### Gate families picked out

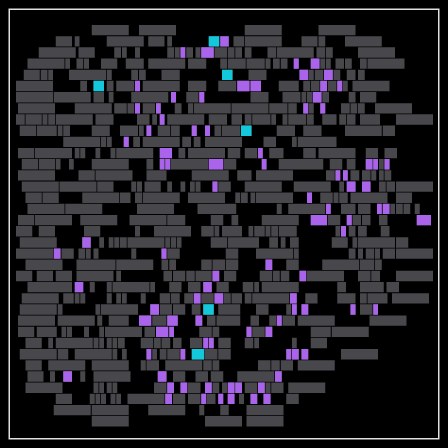
### Wire density map

21 x 21 tiles, from white (low) to dark blue (high), scaled to the fullest tile. Values are wire area over tile area, all layers added.
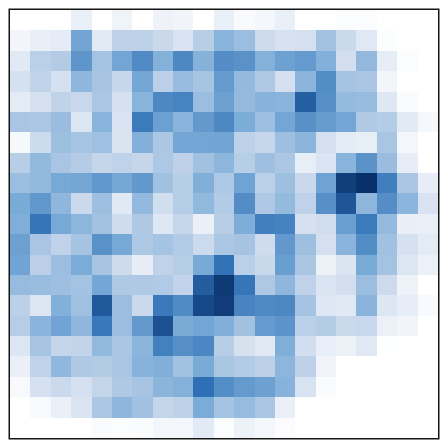
### Clock routing

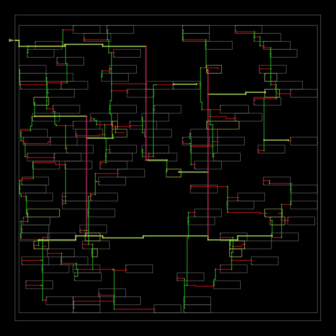
--- src/rtl/led_pattern_gen_if.sv ---
// Configuration and LED drive bundle for led_pattern_gen.
// The master offers a config; the slave (the generator) owns ready and the LED outputs.
interface led_pattern_gen_if #(
  parameter int NUM_LED  = 2,
  parameter int PWM_W    = 8,
  parameter int PERIOD_W = 16
);
  // valid/ready: a config transfers on any cycle where cfg_valid && cfg_ready;
  // the master holds cfg_valid and all cfg_* fields stable until that cycle.
  logic                cfg_valid;
  logic                cfg_ready;
  logic [2:0]          cfg_mode;
  logic [PERIOD_W-1:0] cfg_period;
  logic [PWM_W-1:0]    cfg_duty;
  logic [NUM_LED-1:0]  led;
  logic [2:0]          cur_mode;

  modport master (
    output cfg_valid, cfg_mode, cfg_period, cfg_duty,
    input  cfg_ready, led, cur_mode
  );

  modport slave (
    input  cfg_valid, cfg_mode, cfg_period, cfg_duty,
    output cfg_ready, led, cur_mode
  );
endinterface

--- src/rtl/led_pattern_gen.sv ---
// Multi-channel LED pattern generator: OFF/ON/BLINK/CHASE/PWM/BREATHE from a shared tick.
// New configs are held pending and applied only on a tick so the LEDs never glitch.
module led_pattern_gen #(
  parameter int NUM_LED  = 2,
  parameter int TICK_DIV = 50000,
  parameter int PWM_W    = 8,
  parameter int PERIOD_W = 16
) (
  input logic              clk,
  input logic              rst,
  led_pattern_gen_if.slave cfg
);
  localparam int PRE_W = (TICK_DIV > 1) ? $clog2(TICK_DIV) : 1;
  localparam logic [PRE_W-1:0] PRE_LAST = PRE_W'(TICK_DIV - 1);
  localparam logic [PWM_W-1:0] DUTY_MAX = {PWM_W{1'b1}};
  localparam logic [PWM_W-1:0] PWM_LAST = {{(PWM_W-1){1'b1}}, 1'b0};

  localparam logic [2:0] MODE_ON      = 3'd1;
  localparam logic [2:0] MODE_BLINK   = 3'd2;
  localparam logic [2:0] MODE_CHASE   = 3'd3;
  localparam logic [2:0] MODE_PWM     = 3'd4;
  localparam logic [2:0] MODE_BREATHE = 3'd5;

  localparam logic [0:0] ST_IDLE = 1'b0;
  localparam logic [0:0] ST_PEND = 1'b1;

  logic [PRE_W-1:0]    presc_q;
  logic [PWM_W-1:0]    pwm_cnt_q;
  logic [0:0]          state_q,       state_d;
  logic [2:0]          pend_mode_q,   pend_mode_d;
  logic [PERIOD_W-1:0] pend_period_q, pend_period_d;
  logic [PWM_W-1:0]    pend_duty_q,   pend_duty_d;
  logic [2:0]          mode_q,        mode_d;
  logic [PERIOD_W-1:0] period_q,      period_d;
  logic [PWM_W-1:0]    duty_q,        duty_d;
  logic [PERIOD_W-1:0] step_cnt_q,    step_cnt_d;
  logic                phase_q,       phase_d;
  logic [NUM_LED-1:0]  chase_q,       chase_d;
  logic [PWM_W-1:0]    br_duty_q,     br_duty_d;
  logic                br_up_q,       br_up_d;
  logic [NUM_LED-1:0]  led_q,         led_d;

  logic tick, accept, apply, step;

  assign tick   = (presc_q == PRE_LAST);
  assign accept = cfg.cfg_valid && (state_q == ST_IDLE);
  assign apply  = (state_q == ST_PEND) && tick;
  assign step   = tick && (step_cnt_q == period_q - PERIOD_W'(1));

  always_comb begin
    state_d       = state_q;
    pend_mode_d   = pend_mode_q;
    pend_period_d = pend_period_q;
    pend_duty_d   = pend_duty_q;
    mode_d        = mode_q;
    period_d      = period_q;
    duty_d        = duty_q;
    step_cnt_d    = step_cnt_q;
    phase_d       = phase_q;
    chase_d       = chase_q;
    br_duty_d     = br_duty_q;
    br_up_d       = br_up_q;

    if (accept) begin
      state_d       = ST_PEND;
      pend_mode_d   = cfg.cfg_mode;
      pend_period_d = cfg.cfg_period;
      pend_duty_d   = cfg.cfg_duty;
    end

    // Apply takes priority over a coincident tick: pattern state restarts, no step fires.
    if (apply) begin
      state_d    = ST_IDLE;
      mode_d     = pend_mode_q;
      period_d   = (pend_period_q == '0) ? PERIOD_W'(1) : pend_period_q;
      duty_d     = pend_duty_q;
      step_cnt_d = '0;
      phase_d    = 1'b0;
      chase_d    = NUM_LED'(1);
      br_duty_d  = '0;
      br_up_d    = 1'b1;
    end else if (tick) begin
      step_cnt_d = step ? '0 : step_cnt_q + PERIOD_W'(1);
      if (step) begin
        phase_d = ~phase_q;
        chase_d = (chase_q << 1) | (chase_q >> (NUM_LED - 1));
        if (br_up_q) begin
          br_duty_d = br_duty_q + PWM_W'(1);
          if (br_duty_q == PWM_LAST) br_up_d = 1'b0;
        end else begin
          br_duty_d = br_duty_q - PWM_W'(1);
          if (br_duty_q == PWM_W'(1)) br_up_d = 1'b1;
        end
      end
    end
  end

  always_comb begin
    led_d = '0;
    case (mode_q)
      MODE_ON:      led_d = '1;
      MODE_BLINK:   led_d = {NUM_LED{phase_q}};
      MODE_CHASE:   led_d = chase_q;
      MODE_PWM:     led_d = {NUM_LED{pwm_cnt_q < duty_q}};
      MODE_BREATHE: led_d = {NUM_LED{pwm_cnt_q < br_duty_q}};
      default:      led_d = '0;
    endcase
  end

  always_ff @(posedge clk or posedge rst) begin
    if (rst) begin
      presc_q       <= '0;
      pwm_cnt_q     <= '0;
      state_q       <= ST_IDLE;
      pend_mode_q   <= '0;
      pend_period_q <= '0;
      pend_duty_q   <= '0;
      mode_q        <= '0;
      period_q      <= PERIOD_W'(1);
      duty_q        <= '0;
      step_cnt_q    <= '0;
      phase_q       <= 1'b0;
      chase_q       <= NUM_LED'(1);
      br_duty_q     <= '0;
      br_up_q       <= 1'b1;
      led_q         <= '0;
    end else begin
      presc_q       <= tick ? '0 : presc_q + PRE_W'(1);
      // PWM period is 2^PWM_W-1 so that duty = all-ones means always lit.
      pwm_cnt_q     <= (pwm_cnt_q == PWM_LAST) ? '0 : pwm_cnt_q + PWM_W'(1);
      state_q       <= state_d;
      pend_mode_q   <= pend_mode_d;
      pend_period_q <= pend_period_d;
      pend_duty_q   <= pend_duty_d;
      mode_q        <= mode_d;
      period_q      <= period_d;
      duty_q        <= duty_d;
      step_cnt_q    <= step_cnt_d;
      phase_q       <= phase_d;
      chase_q       <= chase_d;
      br_duty_q     <= br_duty_d;
      br_up_q       <= br_up_d;
      led_q         <= led_d;
    end
  end

  assign cfg.cfg_ready = (state_q == ST_IDLE);
  assign cfg.led       = led_q;
  assign cfg.cur_mode  = mode_q;

  logic unused_max;
  assign unused_max = ^DUTY_MAX;
endmodule
--- src/flat_wrapper.sv ---
// flat-port wrapper written by rule: the top's interface ports become plain ports
module led_pattern_gen_flat 
#(
  parameter int NUM_LED  = 2,
  parameter int TICK_DIV = 50000,
  parameter int PWM_W    = 8,
  parameter int PERIOD_W = 16
)
  (clk, rst, cfg_cfg_valid, cfg_cfg_mode, cfg_cfg_period, cfg_cfg_duty, cfg_cfg_ready, cfg_led, cfg_cur_mode);
  led_pattern_gen_if #(.NUM_LED(NUM_LED), .PWM_W(PWM_W), .PERIOD_W(PERIOD_W)) cfg_i ();
  input logic clk;
  input logic rst;
  input wire logic [$bits(cfg_i.cfg_valid)-1:0] cfg_cfg_valid;
  input wire logic [$bits(cfg_i.cfg_mode)-1:0] cfg_cfg_mode;
  input wire logic [$bits(cfg_i.cfg_period)-1:0] cfg_cfg_period;
  input wire logic [$bits(cfg_i.cfg_duty)-1:0] cfg_cfg_duty;
  output wire logic [$bits(cfg_i.cfg_ready)-1:0] cfg_cfg_ready;
  output wire logic [$bits(cfg_i.led)-1:0] cfg_led;
  output wire logic [$bits(cfg_i.cur_mode)-1:0] cfg_cur_mode;
  assign cfg_i.cfg_valid = cfg_cfg_valid;
  assign cfg_i.cfg_mode = cfg_cfg_mode;
  assign cfg_i.cfg_period = cfg_cfg_period;
  assign cfg_i.cfg_duty = cfg_cfg_duty;
  assign cfg_cfg_ready = cfg_i.cfg_ready;
  assign cfg_led = cfg_i.led;
  assign cfg_cur_mode = cfg_i.cur_mode;
  led_pattern_gen #(.NUM_LED(NUM_LED), .TICK_DIV(TICK_DIV), .PWM_W(PWM_W), .PERIOD_W(PERIOD_W)) u_core (.clk(clk), .rst(rst), .cfg(cfg_i));
endmodule
--- config.mk ---
export PLATFORM = sky130hd
export DESIGN_NAME = led_pattern_gen_flat
export DESIGN_NICKNAME = d
export VERILOG_FILES = /design/src/rtl/led_pattern_gen_if.sv /design/src/rtl/led_pattern_gen.sv /design/src/flat_wrapper.sv
export SDC_FILE = /design/constraint.sdc
export NUM_CORES = 1
export LEC_CHECK = 0
export ABC_CLOCK_PERIOD_IN_PS = 4800
export CAP_MARGIN = 5
export CORE_UTILIZATION = 55
export CTS_BUF_LIST = sky130_fd_sc_hd__clkbuf_4 sky130_fd_sc_hd__clkbuf_8
export DETAILED_ROUTE_END_ITERATION = 12
export DONT_BUFFER_PORTS = 1
export PLACE_DENSITY = 0.7
export SYNTH_ARGS = -nofsm -noshare
export SYNTH_HDL_FRONTEND = slang
export SYNTH_SLANG_ARGS = --single-unit
--- constraint.sdc ---
create_clock -name clk -period 4.8 [get_ports clk]
set_clock_uncertainty 0.2 [all_clocks]
set_input_delay 0.96 -clock clk [delete_from_list [all_inputs] [get_ports clk]]
set_output_delay 0.96 -clock clk [all_outputs]
set_load 0.03 [all_outputs]
==> results.toml <==
# physical design summary
[synthesis]
adder_share_pct = 5.011
logic_family = "simple AND/OR/NAND/NOR gates"
syn_avg_cell_area_um2 = 9.784
mux_share_pct = 6.209
synthSimpleGateAreaFrac_pct = 22.70
topCellsByArea = "dfrtp_1, mux2_2, nand2_1, ha_1, xnor2_1"
ys_chip_area_um2 = 5743
flop_cell = "dfrtp_1"
async_flop_share_pct = 100.0
yosysUniqueCellTypes = 57
synthCells = 587
yosys_warnings = 0
syn-cell-area_um2 = 5743
ys_ff = 109
ys_seq_share_pct = 47.56
synth_top_cell_by_count = "dfrtp_1"

[worst_setup_path]
cp_common_cell = "or3_1"
cp_cell_sequence = "or3_1 -> or4_4 -> a2111oi_2 -> and4_4 -> nand4_4 -> or3_1 -> a21oi_1"
cpLargestDelayFamily = "simple AND/OR/NAND/NOR gates"
cp.arrival_ns = 3.36
crit_fanout = 16
r2r_slack_ns = 1.56
worst_path_max_delay_cell = "or4_4"
critical-path-max-stage-delay_ns = 0.53
worstSetupEndpointType = "flip-flop"

[clock_network]
tritoncts = "done"
cts_root_buf = "clkbuf_8"
cts_setup_buffers = 0
cts_resized = 0

[sta]
tns_ns = 0
relSlewSlack_pct = 21.44
setup_ws_ns = 1.560
final_hold_viol_count = 0
period_used_pct = 67.49
slew_viol_final = 0
finalCriticalPeriod_ns = 3.240
rsz0062_at_grt = "no"

[place]
place_area_um2 = 5858
port_buffers = 0

[grt]
grt_pass1_vias = 3976
grt_pass1_wl_um = 19800

[die]
die-area_um2 = 10850
fp_util_pct = 57.69
pin_count = 36
die_w_um = 104.2
n_tap_cell = 133
coreArea_um2 = 9955

[drt]
highest_layer = "met4"
m1WireLength_um = 5408

[layout]
layout.nets = 634
comb.multi_input.count = 429
final_area_um2 = 6091
bufAreaShareNonClock_pct = 0.3698
synthToLayoutAreaGrowth_pct = 6.057

[pwr]
power.total_mw = 1.649
leakagePower_nw = 2.702
seq_power_share_pct = 58.4
p_comb_share_pct = 2.9

[outcome]
status = "completed"

[job]
warning_count = 30
## Picture notes: 'Gate families picked out'
family	colour	cells
non-inverting ao/oa cells	cyan	6
nor cells	purple	92
post-route insts no fill: 719
combinational share of cell area: 46.41%
Top cell excl fill/tap: dfrtp_1

## Picture notes: 'Wire density map'
tiles over half the peak	19%
densest ninth of the die	bottom middle
mean over tiles	0.17
DR WL/cell: 15.85 um
DRT Wirelength: 11400 um
Vias: 4131
GRT Overall Usage: 23.00%

## Picture notes: 'Clock routing'
Clk. pwr: 0.638 mW
flop count: 109
total CTS buffers: 9

## worst paths after layout
kind,endpoint,from,depth (start not counted)
setup / recovery,u_core.br_duty_q[2],u_core.period_q[2],7
hold / removal,u_core.cfg.cur_mode[1],u_core.pend_mode_q[1],2
setup reg to reg,u_core.br_duty_q[2],u_core.period_q[2],7
hold reg to reg,u_core.cfg.cur_mode[1],u_core.pend_mode_q[1],2
max in group asynchronous,u_core.step_cnt_q[9],rst,2
min in group asynchronous,u_core.pend_duty_q[2],rst,1
## registers in the layout, summed over array words and instances, names as in the netlist, 2 cells and up
register	flops
u_core.br_duty_q	8
u_core.cfg.cur_mode	3
u_core.cfg.led	2
u_core.chase_q	2
u_core.duty_q	8
u_core.pend_duty_q	8
u_core.pend_mode_q	3
u_core.pend_period_q	16
u_core.period_q	16
u_core.presc_q	16
u_core.pwm_cnt_q	8
u_core.step_cnt_q	16
## tightest hold or removal path, cell delays in order, from the launching register on
cell	delay (ns)
dfrtp_1	0.36
nand2_1	0.05
nand2_1	0.06
## placed cells by master, fill, tap and decap left out, types with 4 or more instances in the layout
| master | instances |
|---|---|
| a21oi_1 | 12 |
| and4_1 | 6 |
| clkbuf_8 | 9 |
| dfrtp_1 | 106 |
| ha_1 | 23 |
| inv_1 | 26 |
| mux2_2 | 29 |
| nand2_1 | 87 |
| nand3_1 | 18 |
| nand4_1 | 16 |
| nor2_1 | 43 |
| nor3_1 | 25 |
| nor4_1 | 13 |
| nor4b_1 | 4 |
| o21a_1 | 5 |
| o21ai_0 | 10 |
| o21ai_1 | 22 |
| or3_1 | 12 |
| xnor2_1 | 31 |
| xor2_1 | 20 |
## layer usage
layer | track usage [%] | vias up
met2 | 35.29 | 90
met5 | 0 | -
met4 | 7.347 | 0
met3 | 6.704 | 13
li1 | - | 2037
met1 | 31.44 | 1991
Power is estimated from default activity; no workload was simulated.
